==> src/rtl/acq_event_dispatcher_if.sv <==
// acq_event_dispatcher_if: event FIFO pop port plus command-manager readout handshake.
// The master modport is the dispatcher side; the slave modport is the FIFO/command-manager side.
interface acq_event_dispatcher_if;
  logic        fifo_valid;
  logic [31:0] fifo_data;
  logic        fifo_ready;
  logic        cm_readout_req;
  logic [2:0]  cm_trig_type;
  logic [23:0] cm_trig_num;
  logic        cm_readout_ack;
  logic        cm_readout_complete;
  modport master (
    input  fifo_valid, fifo_data, cm_readout_ack, cm_readout_complete,
    output fifo_ready, cm_readout_req, cm_trig_type, cm_trig_num
  );
  modport slave (
    output fifo_valid, fifo_data, cm_readout_ack, cm_readout_complete,
    input  fifo_ready, cm_readout_req, cm_trig_type, cm_trig_num
  );
endinterface

==> src/rtl/acq_event_dispatcher.sv <==
// acq_event_dispatcher: pops acquisition events, checks sequence/format, runs one readout per event.
// Optional trigger-type filtering is compiled in with TYPE_FILTER_EN.
module acq_event_dispatcher #(
  parameter logic [23:0] TIMEOUT_CYCLES = 24'd4000000,
  parameter logic [7:0]  TYPE_MASK      = 8'hFF
) (
  input  logic                         clk,
  input  logic                         reset_n,
  acq_event_dispatcher_if.master       bus,
  output logic                         readout_done,
  input  logic                         err_clear,
  output logic                         seq_error,
  output logic                         format_error,
  output logic                         timeout_error,
  output logic [23:0]                  err_trig_num,
  output logic [31:0]                  event_count,
  output logic [4:0]                   state
);
  typedef enum logic [4:0] {
    IDLE    = 5'b00001,
    REQUEST = 5'b00010,
    BUSY    = 5'b00100,
    DONE    = 5'b01000,
    DROP    = 5'b10000
  } state_t;
  state_t      st;
  logic        first_event;
  logic [23:0] last_num;
  logic [23:0] cnt;
  logic        disp;
  logic        pop;
  logic [23:0] num;
  assign state = st;
  assign num   = bus.fifo_data[23:0];
  assign pop   = bus.fifo_valid & bus.fifo_ready;
`ifdef TYPE_FILTER_EN
  assign disp = TYPE_MASK[bus.fifo_data[26:24]];
`else
  // mask has no effect without filtering; every event is dispatched
  assign disp = |{1'b1, TYPE_MASK};
`endif
  always_ff @(posedge clk or negedge reset_n)
    if (!reset_n) begin
      st                 <= IDLE;
      bus.fifo_ready     <= 1'b0;
      bus.cm_readout_req <= 1'b0;
      bus.cm_trig_type   <= 3'd0;
      bus.cm_trig_num    <= 24'd0;
      readout_done       <= 1'b0;
      seq_error          <= 1'b0;
      format_error       <= 1'b0;
      timeout_error      <= 1'b0;
      err_trig_num       <= 24'd0;
      event_count        <= 32'd0;
      first_event        <= 1'b1;
      last_num           <= 24'd0;
      cnt                <= 24'd0;
    end else begin
      readout_done  <= 1'b0;
      seq_error     <= seq_error & ~err_clear;
      format_error  <= format_error & ~err_clear;
      timeout_error <= timeout_error & ~err_clear;
      case (st)
        IDLE: begin
          bus.fifo_ready <= ~pop;
          if (pop) begin
            bus.cm_trig_type <= bus.fifo_data[26:24];
            bus.cm_trig_num  <= num;
            if (|bus.fifo_data[31:27]) format_error <= 1'b1;
            if (!first_event && num != last_num + 24'd1) begin
              seq_error    <= 1'b1;
              err_trig_num <= num;
            end
            last_num           <= num;
            first_event        <= 1'b0;
            st                 <= disp ? REQUEST : DROP;
            bus.cm_readout_req <= disp;
            readout_done       <= ~disp;
          end
        end
        REQUEST:
          if (bus.cm_readout_ack) begin
            bus.cm_readout_req <= 1'b0;
            st                 <= bus.cm_readout_complete ? DONE : BUSY;
            readout_done       <= bus.cm_readout_complete;
          end
        BUSY:
          if (bus.cm_readout_complete || cnt == TIMEOUT_CYCLES - 24'd1) begin
            if (!bus.cm_readout_complete) timeout_error <= 1'b1;
            cnt          <= 24'd0;
            st           <= DONE;
            readout_done <= 1'b1;
          end else cnt <= cnt + 24'd1;
        DONE: begin
          event_count    <= event_count + 32'd1;
          st             <= IDLE;
          bus.fifo_ready <= 1'b1;
        end
        DROP: begin
          st             <= IDLE;
          bus.fifo_ready <= 1'b1;
        end
        default: st <= IDLE;
      endcase
    end
endmodule

==> src/flat_wrapper.sv <==
// flat-port wrapper written by rule: the top's interface ports become plain ports
module acq_event_dispatcher_flat 
#(
  parameter logic [23:0] TIMEOUT_CYCLES = 24'd4000000,
  parameter logic [7:0]  TYPE_MASK      = 8'hFF
)
  (clk, reset_n, readout_done, err_clear, seq_error, format_error, timeout_error, err_trig_num, event_count, state, bus_fifo_valid, bus_fifo_data, bus_cm_readout_ack, bus_cm_readout_complete, bus_fifo_ready, bus_cm_readout_req, bus_cm_trig_type, bus_cm_trig_num);
  acq_event_dispatcher_if bus_i ();
  input  logic clk;
  input  logic reset_n;
  output logic readout_done;
  input  logic err_clear;
  output logic seq_error;
  output logic format_error;
  output logic timeout_error;
  output logic [23:0] err_trig_num;
  output logic [31:0] event_count;
  output logic [4:0] state;
  input wire logic [$bits(bus_i.fifo_valid)-1:0] bus_fifo_valid;
  input wire logic [$bits(bus_i.fifo_data)-1:0] bus_fifo_data;
  input wire logic [$bits(bus_i.cm_readout_ack)-1:0] bus_cm_readout_ack;
  input wire logic [$bits(bus_i.cm_readout_complete)-1:0] bus_cm_readout_complete;
  output wire logic [$bits(bus_i.fifo_ready)-1:0] bus_fifo_ready;
  output wire logic [$bits(bus_i.cm_readout_req)-1:0] bus_cm_readout_req;
  output wire logic [$bits(bus_i.cm_trig_type)-1:0] bus_cm_trig_type;
  output wire logic [$bits(bus_i.cm_trig_num)-1:0] bus_cm_trig_num;
  assign bus_i.fifo_valid = bus_fifo_valid;
  assign bus_i.fifo_data = bus_fifo_data;
  assign bus_i.cm_readout_ack = bus_cm_readout_ack;
  assign bus_i.cm_readout_complete = bus_cm_readout_complete;
  assign bus_fifo_ready = bus_i.fifo_ready;
  assign bus_cm_readout_req = bus_i.cm_readout_req;
  assign bus_cm_trig_type = bus_i.cm_trig_type;
  assign bus_cm_trig_num = bus_i.cm_trig_num;
  acq_event_dispatcher #(.TIMEOUT_CYCLES(TIMEOUT_CYCLES), .TYPE_MASK(TYPE_MASK)) u_core (.clk(clk), .reset_n(reset_n), .bus(bus_i), .readout_done(readout_done), .err_clear(err_clear), .seq_error(seq_error), .format_error(format_error), .timeout_error(timeout_error), .err_trig_num(err_trig_num), .event_count(event_count), .state(state));
endmodule
==> config.mk <==
export PLATFORM = sky130hd
export DESIGN_NAME = acq_event_dispatcher_flat
export DESIGN_NICKNAME = d
export VERILOG_FILES = /design/src/rtl/acq_event_dispatcher_if.sv /design/src/rtl/acq_event_dispatcher.sv /design/src/flat_wrapper.sv
export SDC_FILE = /design/constraint.sdc
export NUM_CORES = 1
export LEC_CHECK = 0
export CAP_MARGIN = 20
export CORE_ASPECT_RATIO = 1.75
export CORE_MARGIN = 1.5
export CORE_UTILIZATION = 53
export CTS_BUF_LIST = sky130_fd_sc_hd__clkbuf_4
export DETAILED_ROUTE_END_ITERATION = 10
export GPL_TIMING_DRIVEN = 1
export PLACE_DENSITY = 0.82
export SLEW_MARGIN = 10
export SYNTH_ARGS = -nofsm -noshare
export SYNTH_HDL_FRONTEND = slang
export SYNTH_SLANG_ARGS = --single-unit
==> constraint.sdc <==
create_clock -name clk -period 3.8 [get_ports clk]
set_clock_uncertainty 0.15 [all_clocks]
set_input_delay 0.95 -clock clk [delete_from_list [all_inputs] [get_ports clk]]
set_output_delay 0.95 -clock clk [all_outputs]
set_load 0.01 [all_outputs]
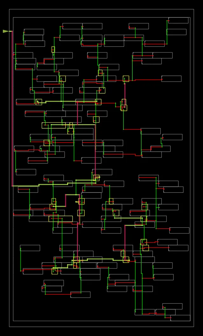
(run_1/clocks.png)
Inserted Clock Buffers: 17
Late-Pin Clk Latency: 0.53 ns
Seq Cell Count: 118
number of sinks handled by clock tree synthesis: 118

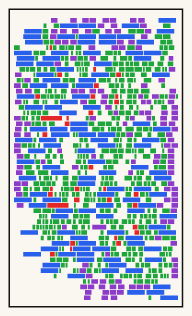
(run_1/placement_by_type.png)
Scale: 2 px per um.
[combinational and other logic] green | cells: 493 | share of their area: 41%
[remaining buffers and delay cells] purple | cells: 147 | share of their area: 18%
[clock drivers and dummy loads] red | cells: 31 | share of their area: 3.2%
[sequential cells] blue | cells: 118 | share of their area: 37%

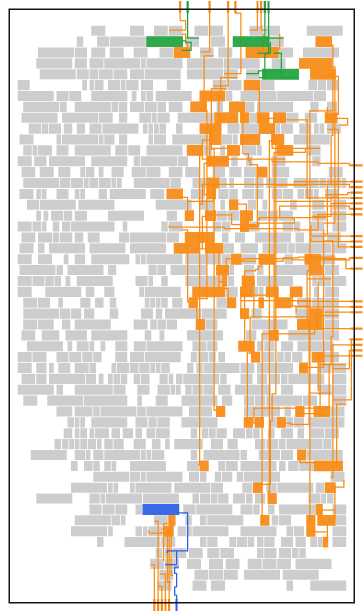
(run_1/io_fan.png)
Scale: 4 px per um.
[`bus_fifo_data`] orange | bits: 32 | direction: input | edge: 21 right, 6 top, 5 bottom | end cells: 94 | buffers: 34 | wire: 2180 um
[`format_error`] blue | bits: 1 | direction: output | edge: bottom | end cells: 1 | buffers: 1 | wire: 34.1 um
[`bus_cm_trig_type`] green | bits: 3 | direction: output | edge: top | end cells: 3 | buffers: 3 | wire: 74.8 um

==> summary.txt, run 1 <==
The synthesis and place-and-route flow finished, so here is a summary.

The flow ran to the end, and the final reports show no timing, DRC or antenna violations. The worst-case reg-to-reg path depth came out at 9. The pin count of the biggest net entering global routing is 68. The most critical hold endpoint after final layout shows a slack of 0.3394 ns.

The number of global-route vias before repair was 5649. The post-synth count of flops with an enable pin is 0. The chip height is 148.0 um. The last timing report of the flow puts the setup violation total at 0. Yosys attributes the largest share of cell area to dfrtp_1 (46%), xnor2_1 (5.8%), mux2_2 (4.8%).

The buffer depth of the longest clock path came out at 2. The floorplan has 52 rows. The register clock-pin slew on the reported worst setup and hold paths is 0.11 ns.

The via-per-instance ratio came out at 6.115. The HPWL after detailed placement is 12.97 mm. The worst-path maximum fanout is 37. The synthesized netlist devotes 25.20% of its cell area to simple gates. The total power density per cell area is 682.4 nW/um2. The average wire per cell in the routed design came out at 19.19 um. The number of max-cap violations is 0.

Setup repair after global routing left no endpoint under its margin. The worst-case reg-to-reg setup slack stands at 0.33 ns. Yosys reported a register bit count of 118. The commonest register cell after synthesis is dfrtp_1.

Looking at the setup timing report, the critical path kind is flip-flop to flip-flop. The final weighted congestion in routability-driven placement is 0.8889. The filler cells instantiated in the layout total 895. Global routing used 29.01% of the available tracks. Once placement finished, the instance area stood at 7841 um2.
[run 1: where the power goes]
| part | internal [mW] | switching (mW) |
|---|---|---|
| Sequential | 1.69 | 0.569 |
| Combinational | 1.31 | 1.10 |
| Clock | 0.389 | 0.475 |
| Total | 3.38 | 2.14 |
[run 1: worst max-delay path: cells and delay by family, from the launching register on]
family	cells	cell delay [ns]
AOI/OAI and AO/OA	2	0.65
DFF	1	0.52
buffers and inverters	2	0.60
and+or+nand+nor	5	1.43
[run 1: cells in the mapped netlist, types with 11 or more instances]
| master | n |
|---|---|
| a22oi_1 | 24 |
| and3_1 | 12 |
| nand2_1 | 40 |
| nand4b_1 | 25 |
| xor2_1 | 34 |
| nor4_1 | 11 |
| clkbuf_1 | 23 |
| o21ai_1 | 20 |
| dfrtp_1 | 116 |
| nor2_1 | 45 |
| xnor2_1 | 42 |
| nand4_1 | 17 |
| mux2_2 | 27 |
| nand3_1 | 52 |
| o21ai_0 | 22 |
| and2_1 | 27 |
[run 1: stage by stage]
step	std cells	setup slack, ns	utilization [%]
finish	925	0.3254	69.54
floorplan	643	0.5398	-
detailed placement	893	0.03409	67.33
global placement	893	0.04644	67.33
global route	925	0.1025	69.54
CTS	924	0.3677	69.52
[run 1: logic make-up after synthesis]
group / after synthesis
AOI/OAI and AO/OA: 98
xor gates and xnor gates: 76
adders and majority gates: 3
buffers and inverters: 40
DFF: 118
muxes: 27
other: 1
and+or+nand+nor: 280
[run 1: how the worst max path moves through the flow]
stage                                         start                 endpoint  slack, ns  cells past startpoint
final                     u_core.bus.cm_trig_num[9]   u_core.err_trig_num[5]       0.33                      9
after global routing      u_core.bus.cm_trig_num[3]   u_core.err_trig_num[9]       0.10                      9
after CTS                 u_core.bus.cm_trig_num[3]   u_core.err_trig_num[5]       0.37                      9
after detailed placement           bus_fifo_data[8]         u_core.seq_error       0.03                      9
after global placement             bus_fifo_data[8]         u_core.seq_error       0.05                      9
after floorplan           u_core.bus.cm_trig_num[9]  u_core.err_trig_num[10]       0.54                     10
[run 1: metal layers]
layer	wire length [um]	global-route usage [%]	vias to the layer above
met2	9722	52.83	199
met1	6219	30.19	2801
met4	978	17.02	0
li1	-	-	2606
met3	830	5.639	50
met5	0	0	-
[run 1: state kept, by name, indices dropped and copies added, names as in the netlist, 3 cells and up]
| register | flops |
|---|---|
| u_core.bus.cm_trig_num | 24 |
| u_core.state | 4 |
| u_core.err_trig_num | 24 |
| u_core.bus.cm_trig_type | 3 |
| u_core.cnt | 24 |
| u_core.event_count | 32 |
[run 1: layout make-up]
type                            count  share of cell area, %
Clock inverter                     12                  1.390
Inverter                            8                 0.3708
Multi-Input combinational cell    485                  40.11
Timing Repair Buffer              147                  17.77
Antenna cell                        1                0.03090
Tap cell                          135                  2.086
Clock buffer                       19                  1.761
Sequential cell                   118                  36.49
==> run_1/clk_routes.png <==
Scale: 4 px per um.
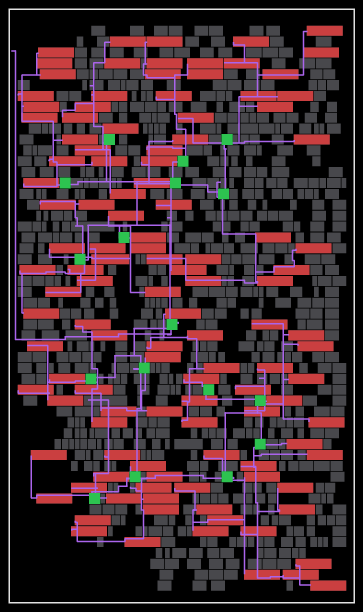

==> run 2: changes to the inputs <==
--- a/config.mk
+++ b/config.mk
@@ -13,6 +13,7 @@
 export DETAILED_ROUTE_END_ITERATION = 10
 export GPL_TIMING_DRIVEN = 1
 export PLACE_DENSITY = 0.82
+export RECOVER_POWER = 25
 export SLEW_MARGIN = 10
 export SYNTH_ARGS = -nofsm -noshare
 export SYNTH_HDL_FRONTEND = slang
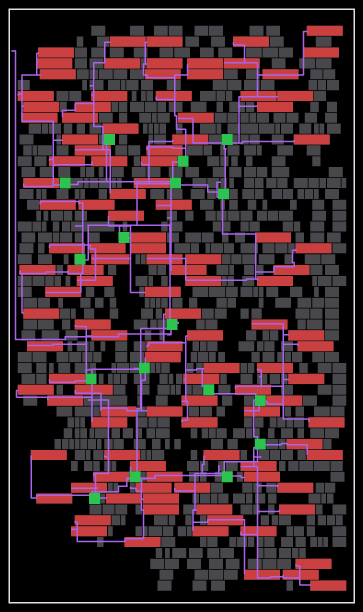
(run_2/clk_routes.png)
Scale: 4 px per um.
[clock wires] purple | length: 1540 um
[clock drivers] green | count: 17
[flip-flops] red | count: 118
flops lie: widely spread
routed clock nets: 18

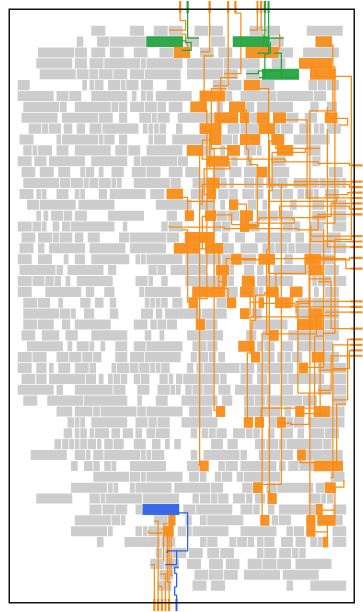
(run_2/io_fan.png)
Scale: 4 px per um.
[`bus_fifo_data`] orange | bits: 32 | direction: input | edge: 21 right, 6 top, 5 bottom | end cells: 94 | buffers: 34 | wire: 2190 um
[`bus_cm_trig_type`] green | bits: 3 | direction: output | edge: top | end cells: 3 | buffers: 3 | wire: 74.8 um
[`format_error`] blue | bits: 1 | direction: output | edge: bottom | end cells: 1 | buffers: 1 | wire: 34.1 um
top-level I/O count: 132
I/O Buffers: 130

==> run 2 against run 1 <==
Net effect:
- the run now ends with max-capacitance violations, max-slew violations left
- cell count is the same
- combinational power is essentially flat
- die size is the same
- via count shrank 0.44%
- non-clock buffer count is the same
- clock-buffer cell count is the same
- final area shrank 0.34%
- clock power is essentially flat
- setup slack lost 0.0083 ns
- sequential cell count is the same
- register-to-register slack is essentially flat
- utilization shrank 0.24 points
- critical endpoint unchanged
- largest cell class unchanged
==> summary.txt, run 2 <==
The synthesis and place-and-route flow finished, so here is a summary.

The flow ran to the end, but the final reports show violations. The final reports fail on max-capacitance violations, max-slew violations. The worst-path maximum fanout is 37. The count of flip-flops with a built-in enable after synthesis is 0. The worst path in the final design needs a cycle of 3.483 ns, including I/O delays and setup. The number of flip-flops under the largest register name is 32. Grouping stages by cell kind, the critical path spends the most delay in simple AND/OR/NAND/NOR gates. After the flow finishes, the layout carries non-filler instances totaling 925. The cell area after placement is 7841 um2. The chip height came out at 148.0 um. Based on the critical path, the design can be clocked at up to 287.1 MHz. The total power density per cell area came out at 683.6 nW/um2. In this run the worst setup path begins at u_core.bus.cm_trig_num[3]. CTS reports a maximum clock tree buffer depth of 2. The synthesis run shows the most used standard cells to be dfrtp_1 (116), nand3_1 (52), nor2_1 (45), xnor2_1 (42), nand2_1 (40). The number of global-route vias before repair came to 5649. The number of clock sinks seen by CTS is 118.

For this run, the leading register cell type out of synthesis is dfrtp_1. Clock tree synthesis inserted a total of 17 buffers. Per the synth log, the flip-flop and latch total comes to 118.

u_core.event_count holds more flip-flops than any other register. Across every metal layer, demand over resource in global routing totals 29.01%. The cell count after placement came out at 893. The total of endpoints with negative setup slack in the final report is 0.

In the final layout, the fill cell count is 899. The number of stages on the worst setup path is 9. The number of max-cap violations is 1. By area the synthesized netlist is led by dfrtp_1 (46%), xnor2_1 (5.8%), mux2_2 (4.8%). The average wire per cell in the routed design came out at 19.22 um. STA shows the worst reg2reg path with a cell count of 9.

The worst-case reg-to-reg setup slack stands at 0.32 ns. Setup repair after global routing left no endpoint under its margin. The pin count of the biggest net entering global routing came out at 68. The total count of max-transition violations in the final report came out at 68. The number of buffers and inverters on the critical path is 2. For reference, the most critical setup path is categorized as flip-flop to flip-flop.
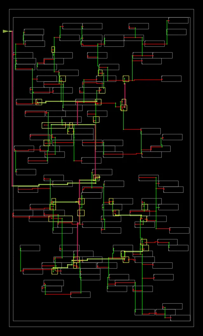
(run_2/clocks.png)
Late-Pin Clk Latency: 0.52 ns
clkbuf count: 19

run 2: cell counts after synthesis:
No cell type changed its count.
run 2: how the worst max path moves through the flow:
stage                               to  slack, ns
3_3_place_gp          u_core.seq_error       0.05
5_1_grt         u_core.err_trig_num[9]       0.10
3_5_place_dp          u_core.seq_error       0.03
4_1_cts         u_core.err_trig_num[5]       0.37
2_1_floorplan  u_core.err_trig_num[10]       0.54
6_report        u_core.err_trig_num[5]       0.32
run 2: final cells by class:
type	instances	area (um2)	share of cell area, %
multi-input cells	485	3242	40.16
flip-flops and latches	118	2955	36.61
repair buffers	147	1418	17.56
well taps	135	168.9	2.093
clock buffers	19	142.6	1.767
clock inverters	12	112.6	1.395
inverters	8	30.03	0.3720
diodes	1	2.502	0.03100
run 2: worst reg2reg max path, stage by stage (launching register included):
cell,delay (ns)
dfrtp_1,0.53
nand4_1,0.24
or4_1,0.56
buf_4,0.20
or3_1,0.37
a31oi_1,0.21
o31a_1,0.45
buf_4,0.40
nand4b_1,0.18
nand3_1,0.08
run 2: metrics by stage:
step | utilization (%) | worst slack [ns]
floorplan | - | 0.5398
global placement | 67.33 | 0.04644
detailed placement | 67.33 | 0.03409
CTS | 69.52 | 0.3677
global route | 69.31 | 0.1025
finish | 69.31 | 0.3170
run 2: metal layers:
| layer | global-route usage, % | wire length (um) |
|---|---|---|
| met4 | 17.02 | 969 |
| met2 | 52.83 | 9670 |
| met1 | 30.19 | 6318 |
| met5 | 0 | 0 |
| met3 | 5.639 | 815 |
run 2: power by group:
| part | switching, mW | internal [mW] | total (mW) |
|---|---|---|---|
| Clock | 0.472 | 0.389 | 0.861 |
| Sequential | 0.564 | 1.69 | 2.25 |
| Combinational | 1.10 | 1.30 | 2.40 |
| Total | 2.14 | 3.38 | 5.52 |
run 2: logic make-up (layout without fill, tap and decap cells):
logic type	Yosys count	count (layout)	synth area share, %
xor gates and xnor gates	76	76	10.46
muxes	27	27	4.776
adders and majority gates	3	3	0.5897
other	1	2	0.05891
and+or+nand+nor	280	280	25.20
DFF	118	118	46.42
buffers and inverters	40	186	2.692
AOI/OAI and AO/OA	98	98	9.807
No activity file was given, so power comes from the tool's default toggle rates.
